[src/rtl/alu_pkg.sv]
// rtl/alu_pkg.sv - shared ALU opcode and FSM state encodings
package alu_pkg;

    typedef enum logic [2:0] {
        ALU_ADD = 3'b000,
        ALU_SUB = 3'b001,
        ALU_AND = 3'b010,
        ALU_OR  = 3'b011,
        ALU_XOR = 3'b100,
        ALU_SLT = 3'b101,
        ALU_SLL = 3'b110,
        ALU_SRL = 3'b111
    } alu_op_e;

    typedef enum logic [1:0] {
        IDLE  = 2'b00,
        SHIFT = 2'b01,
        DONE  = 2'b10
    } alu_state_e;

    function automatic logic is_shift(input alu_op_e op);
        return (op == ALU_SLL) || (op == ALU_SRL);
    endfunction

endpackage

[src/rtl/alu_comb.sv]
// rtl/alu_comb.sv - single-cycle ALU operations (add..slt)
module alu_comb
    import alu_pkg::*;
#(
    parameter int WIDTH = 32
) (
    input  alu_op_e          i_op,
    input  logic [WIDTH-1:0] i_a,
    input  logic [WIDTH-1:0] i_b,
    output logic [WIDTH-1:0] o_y
);

    always_comb begin
        o_y = '0;
        case (i_op)
            ALU_ADD: o_y = i_a + i_b;
            ALU_SUB: o_y = i_a - i_b;
            ALU_AND: o_y = i_a & i_b;
            ALU_OR:  o_y = i_a | i_b;
            ALU_XOR: o_y = i_a ^ i_b;
            ALU_SLT: o_y = {{(WIDTH-1){1'b0}}, ($signed(i_a) < $signed(i_b))};
            default: o_y = '0;
        endcase
    end

endmodule

[src/rtl/multicycle_alu.sv]
// rtl/multicycle_alu.sv - ALU with one-cycle ops and bit-serial shifts
module multicycle_alu
    import alu_pkg::*;
#(
    parameter int WIDTH = 32
) (
    input  logic             clk,
    input  logic             resetn,
    input  logic             start,
    input  logic [2:0]       ALUControl,
    input  logic [WIDTH-1:0] SrcA,
    input  logic [WIDTH-1:0] SrcB,
    output logic             ready,
    output logic             done,
    output logic [WIDTH-1:0] ALUResult,
    output logic             Zero
);

    localparam int SHW = $clog2(WIDTH);

    alu_state_e       r_state;
    alu_state_e       w_next_state;
    logic [WIDTH-1:0] r_work;
    logic [WIDTH-1:0] r_result;
    logic             r_zero;
    logic [SHW-1:0]   r_cnt;
    logic             r_left;
    logic [WIDTH-1:0] w_comb_y;
    logic [WIDTH-1:0] w_shifted;
    logic [WIDTH-1:0] w_next_result;
    logic [SHW-1:0]   w_amount;
    logic             w_load;
    logic             w_accept_shift;
    alu_op_e          w_op;

    assign w_op      = alu_op_e'(ALUControl);
    assign w_amount  = SrcB[SHW-1:0];
    assign w_shifted = r_left ? (r_work << 1) : (r_work >> 1);

    alu_comb #(.WIDTH(WIDTH)) u_comb (
        .i_op (w_op),
        .i_a  (SrcA),
        .i_b  (SrcB),
        .o_y  (w_comb_y)
    );

    // DONE accepts like IDLE so back-to-back ops need no bubble
    always_comb begin
        w_next_state   = r_state;
        w_load         = 1'b0;
        w_next_result  = w_comb_y;
        w_accept_shift = 1'b0;
        case (r_state)
            IDLE, DONE: begin
                w_next_state = IDLE;
                if (start) begin
                    if (is_shift(w_op)) begin
                        w_accept_shift = 1'b1;
                        if (w_amount == '0) begin
                            w_next_state  = DONE;
                            w_load        = 1'b1;
                            w_next_result = SrcA;
                        end else begin
                            w_next_state = SHIFT;
                        end
                    end else begin
                        w_next_state = DONE;
                        w_load       = 1'b1;
                    end
                end
            end
            SHIFT: begin
                if (r_cnt == SHW'(1)) begin
                    w_next_state  = DONE;
                    w_load        = 1'b1;
                    w_next_result = w_shifted;
                end
            end
            default: w_next_state = IDLE;
        endcase
    end

    always_ff @(posedge clk) begin
        if (!resetn) begin
            r_state  <= IDLE;
            r_work   <= '0;
            r_cnt    <= '0;
            r_left   <= 1'b0;
            r_result <= '0;
            r_zero   <= 1'b1;
        end else begin
            r_state <= w_next_state;
            if (w_accept_shift) begin
                r_work <= SrcA;
                r_cnt  <= w_amount;
                r_left <= (w_op == ALU_SLL);
            end else if (r_state == SHIFT) begin
                r_work <= w_shifted;
                r_cnt  <= r_cnt - SHW'(1);
            end
            if (w_load) begin
                r_result <= w_next_result;
                r_zero   <= (w_next_result == '0);
            end
        end
    end

    assign ready     = (r_state != SHIFT);
    assign done      = (r_state == DONE);
    assign ALUResult = r_result;
    assign Zero      = r_zero;

endmodule

[config.mk]
export PLATFORM = sky130hd
export DESIGN_NAME = multicycle_alu
export DESIGN_NICKNAME = d
export VERILOG_FILES = /design/src/rtl/alu_pkg.sv /design/src/rtl/alu_comb.sv /design/src/rtl/multicycle_alu.sv
export SDC_FILE = /design/constraint.sdc
export NUM_CORES = 1
export LEC_CHECK = 0
export ABC_AREA = 1
export CAP_MARGIN = 20
export CORE_AREA = 4 4 165 199
export CTS_BUF_LIST = sky130_fd_sc_hd__clkbuf_8
export DETAILED_ROUTE_END_ITERATION = 16
export DIE_AREA = 0 0 169 203
export PLACE_DENSITY_LB_ADDON = 0.2
export SYNTH_ARGS = -nofsm -noshare
export SYNTH_HDL_FRONTEND = slang
export SYNTH_SLANG_ARGS = --single-unit
[constraint.sdc]
create_clock -name clk -period 4.4 [get_ports clk]
set_clock_uncertainty 0.1 [all_clocks]
set_input_delay 0.88 -clock clk [delete_from_list [all_inputs] [get_ports clk]]
set_output_delay 0.88 -clock clk [all_outputs]
set_load 0.005 [all_outputs]
==> results.yml, run 1 <==
# physical design summary
logic_synthesis:
  numSynthFlops: 73
  top_area_cell: "nand2_1"
  netlist_top_cells_count: "nand2_1 (558), inv_1 (323), nand3_1 (166)"
  synth_cell_type_count: 41
  synthesis.area_um2: 10100
  yosys_warnings: 0
final_timing:
  relSlewSlack: 0.342
worst_setup_path:
  max_stage_delay_ns: 0.58
  cpMostUsedCell: "nand2_1"
  slowest_stage: "clkdlybuf4s50_1"
drt:
  routedWlPerCell_um: 18.1
  wl_met3_mm: 2.14
outcome:
  status: "completed"
finish:
  layout_top_cells: "nand2_1 (558), inv_1 (325), nand3_1 (166)"
  final_util: 0.388
  final-clk-cell-share: 0.0173
  drive_above_1_share: 0.0563
  largestClassByArea: "multi-input combinational cells"
placed_design:
  placed_area_um2: 11800
  dp_hpwl_mm: 34.8
  gp_congestion: 0.996
min_path:
  min_path_type: "register to register"
clocking:
  postCtsSetupBuffers: 0
  cts_tree: "yes"
global_routing:
  use_met3: 0.0259
  grt_pass1_wl_mm: 64.6
power:
  power_density_nw_per_um2: 212
  p_leak_nw: 6.20
[run 1: worst max-delay path by stage]
stage / cells past startpoint / endpoint / slack [ns] / start
5_1_grt: 21 / Zero / 0.08 / SrcA[0]
2_1_floorplan: 22 / Zero / 1.42 / SrcA[0]
3_3_place_gp: 21 / Zero / -0.12 / SrcA[0]
4_1_cts: 21 / Zero / 0.30 / SrcA[0]
6_report: 21 / Zero / 0.29 / SrcA[0]
3_5_place_dp: 21 / Zero / -0.09 / SrcA[0]
[run 1: kinds of logic after synthesis]
family,after synthesis,share of synthesized area
buf+inv,408,0.161
flops,73,0.144
xor+xnor,3,0.00260
compound gates,315,0.184
fa+ha+maj,100,0.125
simple gates,928,0.383
run_1/io_placement.png
Pins as bars across the die edge, other pins in grey.
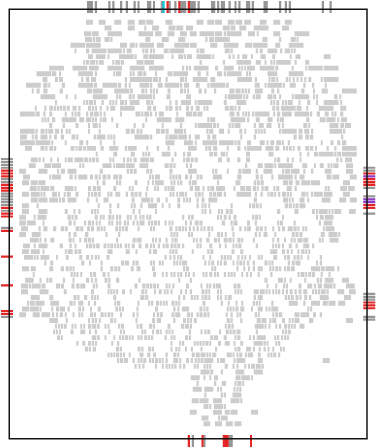
port	colour	pins	direction	edge
ALUControl	purple	3	input	right
resetn	cyan	1	input	top
SrcB	red	32	input	14 left, 9 right, 6 bottom, 3 top
all pins by edge	45 top, 28 left, 22 right, 10 bottom

run_1/clk_routes.png
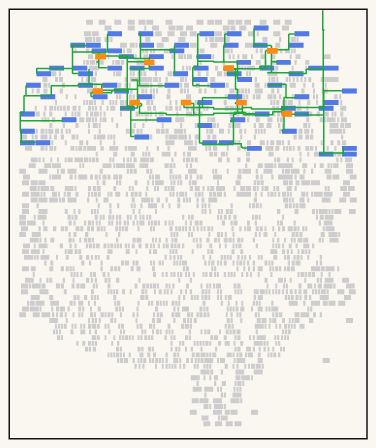
[flip-flops] blue | count: 73
[clock drivers] orange | count: 9
[clock wires] green | length: 1090 µm
flops lie	a horizontal strip, top
routed clock nets	10

run_1/wires.png
Only two layers are drawn.
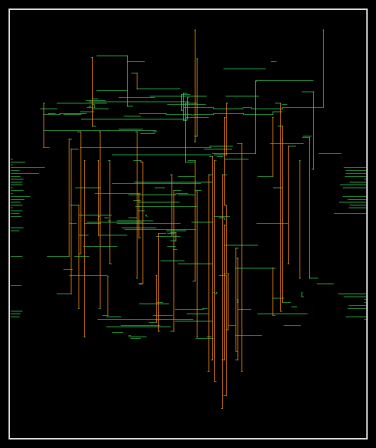
layer	colour	wire length
metal 3	green	2140 µm
metal 4	orange	2560 µm

run_1/congestion.png
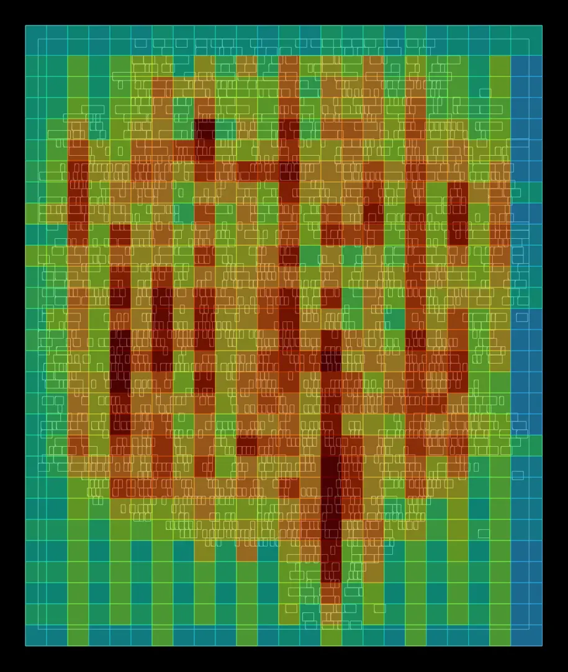

--- run 2 (diff from run 1) ---
--- a/config.mk
+++ b/config.mk
@@ -8,7 +8,7 @@
 export ABC_AREA = 1
 export CAP_MARGIN = 20
 export CORE_AREA = 4 4 165 199
-export CTS_BUF_LIST = sky130_fd_sc_hd__clkbuf_8
+export CTS_BUF_LIST = sky130_fd_sc_hd__clkbuf_16
 export DETAILED_ROUTE_END_ITERATION = 16
 export DIE_AREA = 0 0 169 203
 export PLACE_DENSITY_LB_ADDON = 0.2
run_2/congestion.png
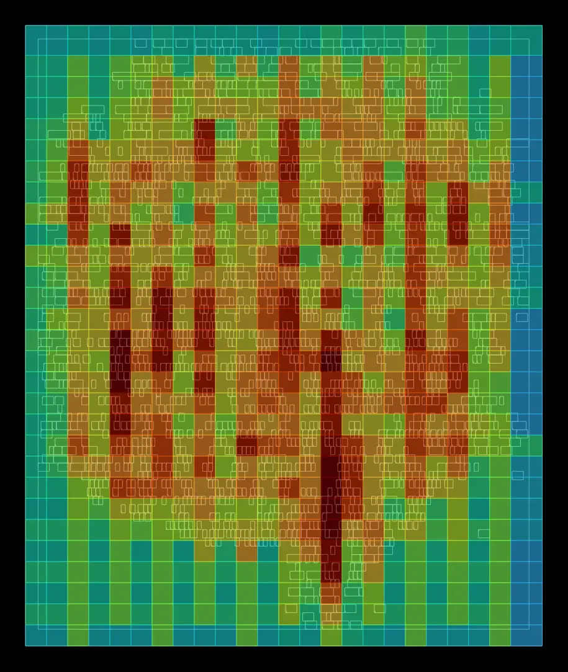
M3 GR Usage: 0.0247
wire per inst: 18.0 µm
gr usage total: 0.238
M1 GR Usage: 0.295
most used routing layer in global routing: met2

run_2/io_placement.png
Pins as bars across the die edge, other pins in grey.
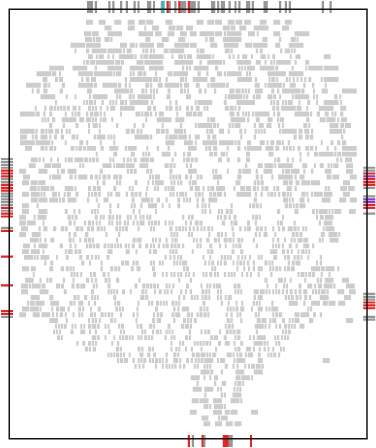
port	colour	pins	direction	edge
ALUControl	purple	3	input	right
resetn	cyan	1	input	top
SrcB	red	32	input	14 left, 9 right, 6 bottom, 3 top
all pins by edge	45 top, 28 left, 22 right, 10 bottom

run_2/placement_by_type.png
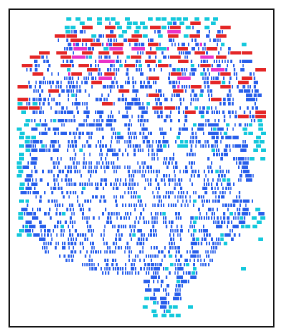
class	colour	cells
combinational and other logic	blue	1677
other buffers and delay cells	cyan	169
clock drivers and dummy loads	magenta	16
flops	red	73

==> results.yml, run 2 <==
# physical design summary
power:
  p_clk_mw: 0.699
  power_density_nw_per_um2: 222
  p_leak_nw: 6.23
logic_synthesis:
  aoi_share: 0.184
  top_logic_kind: "simple AND/OR/NAND/NOR gates"
  synthAdderAreaFrac: 0.125
  yosys_warnings: 0
  top_area_cell: "nand2_1"
  netlist_top_cells_count: "nand2_1 (558), inv_1 (323), nand3_1 (166)"
  ys_sh_simple: 0.383
  synthesis.area_um2: 10100
  synth_cell_type_count: 41
  numSynthFlops: 73
worst_setup_path:
  slowest_stage: "clkdlybuf4s50_1"
  max_stage_delay_ns: 0.59
final_timing:
  relSlewSlack: 0.336
outcome:
  status: "completed"
min_path:
  min_path_type: "register to register"
global_routing:
  met2_usage: 0.410
  grt_pass1_wl_mm: 64.7
placed_design:
  placed_area_um2: 11800
  gp_congestion: 0.996
clocking:
  postCtsSetupBuffers: 0
  cts_tree: "yes"
finish:
  final_util: 0.390
  layout_top_cells: "nand2_1 (558), inv_1 (325), nand3_1 (166)"
drt:
  wl_met3_mm: 2.36
-- run 2: cell counts after synthesis --
Identical to the previous run, type by type.
-- run 2: how the worst max path moves through the flow --
stage          slack [ns]    to  cells past startpoint     from
2_1_floorplan        1.42  Zero                     22  SrcA[0]
3_3_place_gp        -0.12  Zero                     21  SrcA[0]
3_5_place_dp        -0.09  Zero                     21  SrcA[0]
4_1_cts              0.26  Zero                     21  SrcA[0]
5_1_grt              0.05  Zero                     21  SrcA[0]
6_report             0.25  Zero                     21  SrcA[0]
-- run 2: area by class of cell --
class                      count  share of cell area
clock inverter                 7             0.00445
tap                          401              0.0415
clock buffer                   9              0.0186
inverter                     331               0.103
multi-input combinational   1346               0.583
sequential                    73               0.121
timing repair buffer         169               0.129
run_2/wires.png
Only two layers are drawn.
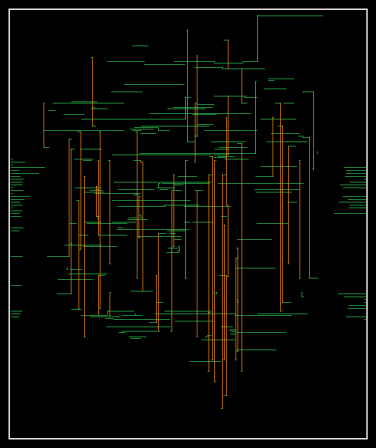

--- run 3 (diff from run 2) ---
--- a/config.mk
+++ b/config.mk
@@ -7,11 +7,12 @@
 export LEC_CHECK = 0
 export ABC_AREA = 1
 export CAP_MARGIN = 20
-export CORE_AREA = 4 4 165 199
+export CORE_AREA = 4 4 181 183
 export CTS_BUF_LIST = sky130_fd_sc_hd__clkbuf_16
 export DETAILED_ROUTE_END_ITERATION = 16
-export DIE_AREA = 0 0 169 203
-export PLACE_DENSITY_LB_ADDON = 0.2
+export DIE_AREA = 0 0 185 187
+export HOLD_SLACK_MARGIN = 0.06
+export PLACE_DENSITY_LB_ADDON = 0.12
 export SYNTH_ARGS = -nofsm -noshare
 export SYNTH_HDL_FRONTEND = slang
 export SYNTH_SLANG_ARGS = --single-unit
run_3/wires.png
Only two layers are drawn.
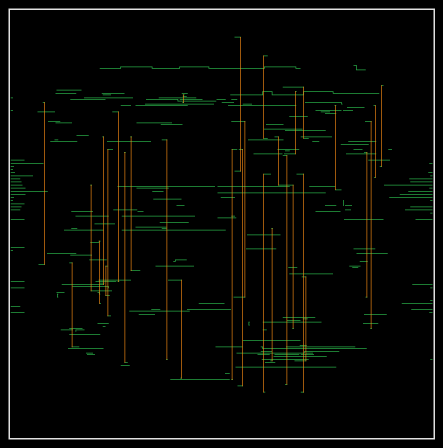
layer	colour	wire length
metal 3	green	2160 µm
metal 4	orange	1850 µm

run_3/placement_by_type.png
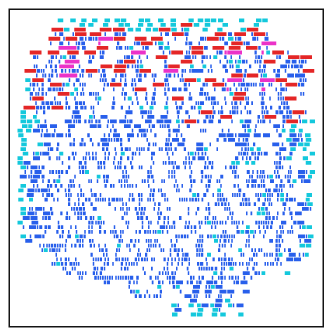
class	colour	cells
flops	red	73
other buffers and delay cells	cyan	189
clock drivers and dummy loads	magenta	16
combinational and other logic	blue	1677

run_3/io_placement.png
Pins as bars across the die edge, other pins in grey.
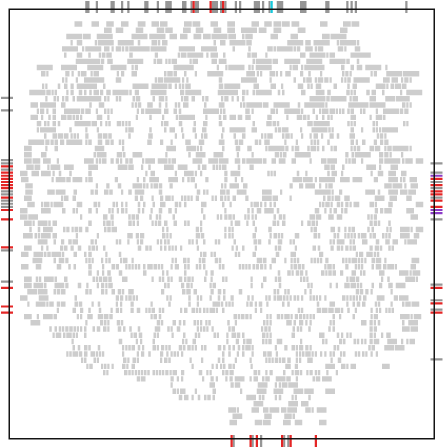
port	colour	pins	direction	edge
SrcB	red	32	input	14 left, 9 right, 6 bottom, 3 top
resetn	cyan	1	input	top
ALUControl	purple	3	input	right
all pins by edge	46 top, 26 left, 22 right, 11 bottom

==> results.yml, run 3 <==
# physical design summary
outcome:
  status: "completed"
finish:
  largestClassByArea: "multi-input combinational cells"
  design.seq.count: 73
  inv_count: 331
  final-clk-cell-share: 0.0254
  bufAreaShareNonClock: 0.137
  comb_area_frac: 0.576
  seq_share: 0.119
  logic_gates: 1346
  clock_buffers: 9
  buffers_excl_clock: 189
global_routing:
  grt_util_met1: 0.329
  met2_usage: 0.400
  grt_util_all_layers: 0.244
  use_met3: 0.0253
  top_usage_layer: "met2"
  grt_pass1_wl_mm: 66.2
drt:
  wl_met3_mm: 2.16
  routedWlPerCell_um: 18.4
logic_synthesis:
  top_logic_kind: "simple AND/OR/NAND/NOR gates"
  ys_sh_simple: 0.383
  top_area_cell: "nand2_1"
  synthAdderAreaFrac: 0.125
  numSynthFlops: 73
  synthesis.area_um2: 10100
  yosys_warnings: 0
  synth_cell_type_count: 41
worst_setup_path:
  cp.depth: 21
  crit_end: "Zero"
  max_stage_delay_ns: 0.58
  critPathLaunch: "SrcA[0]"
power:
  p_leak_nw: 6.33
  p_clk_mw: 0.778
  power_density_nw_per_um2: 228
floorplan:
  n_tap_cell: 402
clocking:
  postCtsSetupBuffers: 0
  cts_tree: "yes"
min_path:
  min_path_type: "register to register"
final_timing:
  relSlewSlack: 0.450
## run 3: cell count changes in the layout (fill, tap and decap cells not counted), sizes merged
cell	before	now
buf	65	85
clkinvlp	0	1
clkinv	4	3
bufinv	1	2
inv	333	332
## run 3: per-stage QoR
step / setup WS (ns) / utilization / instance area (µm²) / TNS (ns) / std cells
floorplan: 1.42 / - / 10100 / 0 / 1827
global placement: -0.101 / 0.382 / 11900 / -0.101 / 2341
detailed placement: -0.0914 / 0.382 / 11900 / -0.0914 / 2341
CTS: 0.251 / 0.392 / 12200 / 0 / 2357
global route: 0.0274 / 0.392 / 12300 / 0 / 2357
finish: 0.255 / 0.392 / 12300 / 0 / 2357
## run 3: tightest hold or removal path: stages, from the launching register on
cell     delay [ns]
dfxtp_1        0.31
nand2_1        0.06
a31oi_1        0.06
Power and IR drop assume default switching activity.
